### Routed metal, one color a layer

Only two layers are drawn.
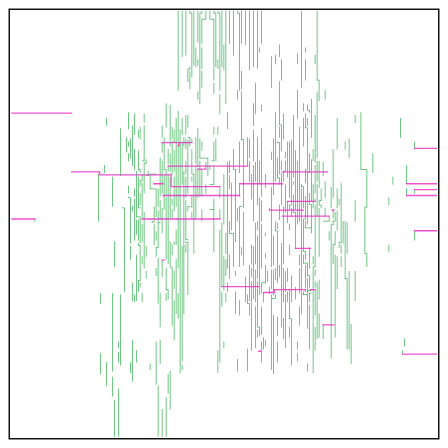
### Sequential cells colored by netlist name

Scale bar: 20 um. Other sequential cells in the stronger gray, the rest of the logic in the fainter gray.
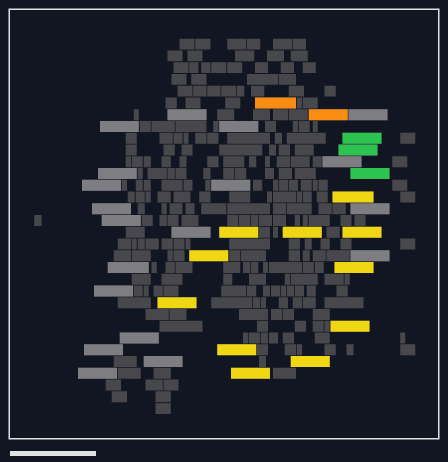
### I/O nets highlighted

Scale bar: 20 um.
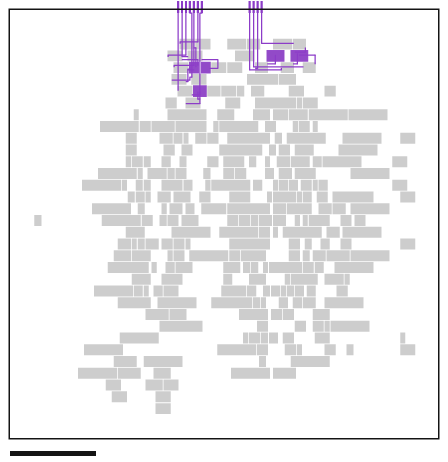
===== src/rtl/sobel_ctrl_pkg.sv =====
// Shared types and constants for the Sobel window sequencer.
package sobel_ctrl_pkg;

  localparam int unsigned CNT_W = 11;

  typedef enum logic [1:0] {
    IDLE  = 2'd0,
    PRIME = 2'd1,
    RUN   = 2'd2,
    DONE  = 2'd3
  } ctrl_state_t;

  typedef enum logic [1:0] {
    GREY = 2'd0,
    VERT = 2'd1,
    HORZ = 2'd2,
    MAG  = 2'd3
  } filt_mode_t;

endpackage


===== src/rtl/sobel_valid_delay.sv =====
// Fixed-depth delay line that aligns window-valid with the filtered pixel at the
// datapath output. Keeps shifting whenever the clock runs; cleared only by reset.
module sobel_valid_delay #(
  parameter int unsigned DEPTH = 3
) (
  input  logic iCLK,
  input  logic iRST,
  input  logic iVALID,
  output logic oVALID
);

  logic [DEPTH-1:0] shiftQ;

  if (DEPTH == 1) begin : gSingle
    // Single-stage delay
    always_ff @(posedge iCLK or negedge iRST) begin
      if (!iRST) shiftQ <= '0;
      else       shiftQ <= iVALID;
    end
  end else begin : gChain
    // Multi-stage shift toward the MSB
    always_ff @(posedge iCLK or negedge iRST) begin
      if (!iRST) shiftQ <= '0;
      else       shiftQ <= {shiftQ[DEPTH-2:0], iVALID};
    end
  end

  assign oVALID = shiftQ[DEPTH-1];

endmodule


===== src/rtl/sobel_window_ctrl.sv =====
// Sequencer for the greyscale -> 3x3 line buffer -> Sobel datapath.
// Tracks pixel position, gates the line-buffer enables, flags complete 3x3
// windows and latches the filter mode at frame start.
// Optional build macro SOBEL_CTRL_STATS_EN adds oFRAME_CNT and oLINE_ERR.
module sobel_window_ctrl
  import sobel_ctrl_pkg::*;
#(
  parameter int unsigned IMG_W    = 640,
  parameter int unsigned IMG_H    = 480,
  parameter int unsigned PIPE_LAT = 3
) (
  input  logic        iCLK,
  input  logic        iRST,
  input  logic        iDVAL,
  input  logic [10:0] iX_Cont,
  input  logic [10:0] iY_Cont,
  input  logic [1:0]  iMODE,
  input  logic        iMODE_WE,
  output logic        oLB_CLKEN,
  output logic        oWIN_VALID,
  output logic [1:0]  oMODE,
  output logic        oDVAL,
  output logic        oFRAME_DONE,
  output logic        oRESYNC,
  output logic [1:0]  oSTATE
`ifdef SOBEL_CTRL_STATS_EN
  ,
  output logic [15:0] oFRAME_CNT,
  output logic        oLINE_ERR
`endif
);

  localparam logic [CNT_W-1:0] LastCol = CNT_W'(IMG_W - 1);
  localparam logic [CNT_W-1:0] LastRow = CNT_W'(IMG_H - 1);
  localparam logic [CNT_W-1:0] One     = CNT_W'(1);
  localparam logic [CNT_W-1:0] Two     = CNT_W'(2);

  ctrl_state_t      state;
  filt_mode_t       modeQ;
  filt_mode_t       shadowMode;
  logic [CNT_W-1:0] col;
  logic [CNT_W-1:0] row;
  logic             frameStart;
  logic             inFrame;
  logic             lastCol;

  // col/row always hold the position of the next pixel to arrive.
  assign frameStart = iDVAL && (iX_Cont == '0) && (iY_Cont == '0);
  assign inFrame    = (state == PRIME) || (state == RUN);
  assign lastCol    = (col == LastCol);

  // Frame FSM, position counters, mode latch and registered strobes
  always_ff @(posedge iCLK or negedge iRST) begin
    if (!iRST) begin
      state       <= IDLE;
      col         <= '0;
      row         <= '0;
      modeQ       <= GREY;
      shadowMode  <= GREY;
      oLB_CLKEN   <= 1'b0;
      oWIN_VALID  <= 1'b0;
      oFRAME_DONE <= 1'b0;
      oRESYNC     <= 1'b0;
    end else begin
      oLB_CLKEN   <= 1'b0;
      oWIN_VALID  <= 1'b0;
      oFRAME_DONE <= 1'b0;
      oRESYNC     <= 1'b0;
      if (iMODE_WE) shadowMode <= filt_mode_t'(iMODE);
      if (frameStart) begin
        // A coincident write bypasses the shadow so it takes effect this frame.
        modeQ     <= iMODE_WE ? filt_mode_t'(iMODE) : shadowMode;
        col       <= One;
        row       <= '0;
        state     <= PRIME;
        oLB_CLKEN <= 1'b1;
        oRESYNC   <= inFrame;
      end else begin
        unique case (state)
          IDLE: ;
          DONE: state <= IDLE;
          PRIME, RUN: begin
            if (iDVAL) begin
              oLB_CLKEN <= 1'b1;
              if (lastCol) begin
                col <= '0;
                row <= row + One;
              end else begin
                col <= col + One;
              end
              if (state == RUN) begin
                oWIN_VALID <= (col >= Two);
                if (lastCol && (row == LastRow)) begin
                  state       <= DONE;
                  oFRAME_DONE <= 1'b1;
                end
              end else if (lastCol && (row == One)) begin
                state <= RUN;
              end
            end
          end
        endcase
      end
    end
  end

  assign oSTATE = state;
  assign oMODE  = modeQ;

  sobel_valid_delay #(
    .DEPTH (PIPE_LAT)
  ) uValidDelay (
    .iCLK   (iCLK),
    .iRST   (iRST),
    .iVALID (oWIN_VALID),
    .oVALID (oDVAL)
  );

`ifdef SOBEL_CTRL_STATS_EN
  // Completed-frame counter and sticky column-mismatch flag
  always_ff @(posedge iCLK or negedge iRST) begin
    if (!iRST) begin
      oFRAME_CNT <= '0;
      oLINE_ERR  <= 1'b0;
    end else begin
      if (oFRAME_DONE) oFRAME_CNT <= oFRAME_CNT + 16'd1;
      if (inFrame && iDVAL && (iX_Cont != col)) oLINE_ERR <= 1'b1;
    end
  end
`endif

endmodule


===== config.mk =====
export PLATFORM = sky130hd
export DESIGN_NAME = sobel_window_ctrl
export DESIGN_NICKNAME = d
export VERILOG_FILES = /design/src/rtl/sobel_ctrl_pkg.sv /design/src/rtl/sobel_valid_delay.sv /design/src/rtl/sobel_window_ctrl.sv
export SDC_FILE = /design/constraint.sdc
export NUM_CORES = 1
export LEC_CHECK = 0
export CORE_MARGIN = 5
export CORE_UTILIZATION = 25
export CTS_CLUSTER_SIZE = 20
export DETAILED_ROUTE_END_ITERATION = 16
export GPL_TIMING_DRIVEN = 0
export PLACE_DENSITY = 0.53
export RECOVER_POWER = 50
export SLEW_MARGIN = 25
export SYNTH_ARGS = -nofsm -noshare
export SYNTH_HDL_FRONTEND = slang
export SYNTH_SLANG_ARGS = --single-unit

===== constraint.sdc =====
create_clock -name iCLK -period 1.9 [get_ports iCLK]
set_clock_uncertainty 0.1 [all_clocks]
set_input_delay 0.19 -clock iCLK [delete_from_list [all_inputs] [get_ports iCLK]]
set_output_delay 0.19 -clock iCLK [all_outputs]
set_load 0.01 [all_outputs]

==> reports/metrics.cfg <==
[run_status]
status=finished with violations
violations=negative setup slack

[power_and_ir_drop]
powerClk_uw=543
clockPowerShare_pct=17.5
power_mw=3.11
peakVddDrop_v=0.000382
p_per_area_nw_per_um2=983
seq-power_mw=1.00
combPwrFrac_pct=50.3

[layout]
largest_registers=col (11), row (11), uValidDelay.shiftQ (3)
nNetsFinal=311
area_delta_synth_final_pct=59.6

[floorplan]
die_x_um=99.0
core_sq_um=7730

[placed_design]
place_ws_ns=-0.615
placedCellCount=338

[synthesis]
async_flop_share_pct=100
synth_top_area_share_pct=44.2
yosys.area_share.xor_xnor_pct=0
ys_types=47
edf_count=0
ys.flop_type=dfrtp_1
ys_seq_share_pct=44.2
synth-adder-area-share_pct=4.42

[run]
cap_violations=0

[final_timing]
setup_viol=13
max_slew_margin_pct=51.3
finalCriticalPeriod_ns=1.98
final_hold_viol_count=0
fmax_ghz=0.506
setup_ws_ns=-0.0782
worstMarginPinSlew_ns=0.730

[global_routing]
grt_pass1_vias=1954
grt_overflow_total=0

[clock_tree]
root_buffer=clkbuf_8
clk_latency_ns=0.30
numCtsBuffers=5
holdBufCountCts=1
clockBufferDepth=2
cts_setup_buffers=21

[route]
wl_met2_um=3060
drt_pre_antenna_iters=4
first_iter_violations=80
m1WireLength_um=2600

[setup_path]
critPathLaunchType=register
cp_max_fo=4
crit-reg2reg-launch=col[0]
path_cells=ha_4 -> nand3_4 -> nor4_4 -> buf_4 -> buf_4 -> a32oi_2 -> or4_1 -> nand2_1

About 'Routed metal, one color a layer':
legend:
  green:
    layer: met2
    wire_length: 3,060 um
  magenta:
    layer: met3
    wire_length: 231 um
Routed WL per cell: 15.8 um
drt total wl: 5980 um
DR vias: 1,923
GR Util All Layers: 12.0%

About 'Sequential cells colored by netlist name':
legend:
  yellow:
    name_in_the_netlist: col
    flops: 11
  orange:
    name_in_the_netlist: oSTATE
    flops: 2
  green:
    name_in_the_netlist: uValidDelay.shiftQ
    flops: 3
not colored: 19

About 'I/O nets highlighted':
legend:
  purple:
    port: iX_Cont
    bits: 11
    direction: input
    edge: top
    end_cells: 5
    buffers: 11
    wire: 239 um

## critical path, delay by kind of cell (launching register included)
kind	cells	cell delay, ns
AND-OR/OR-AND	1	0.07
adder cells (fa/ha/maj)	1	0.17
buffers and inverters	2	0.29
flip-flops	1	0.42
AND/OR/NAND/NOR	4	0.88
## cell type report
type	count	area [sq um]	share of cell area, %
Buffer	10	100	3.17
Clock buffer	7	76.3	2.41
Clock inverter	1	5.00	0.158
Inverter	5	18.8	0.594
Multi-Input combinational cell	150	1270	40.3
Sequential cell	35	880	27.8
Tap cell	102	128	4.04
Timing Repair Buffer	69	679	21.5
## metal layers
metal	vias to the layer above	track usage [%]
li1	924	-
met1	945	15.3
met2	40	20.4
met3	14	2.83
met4	0	3.26
met5	-	0
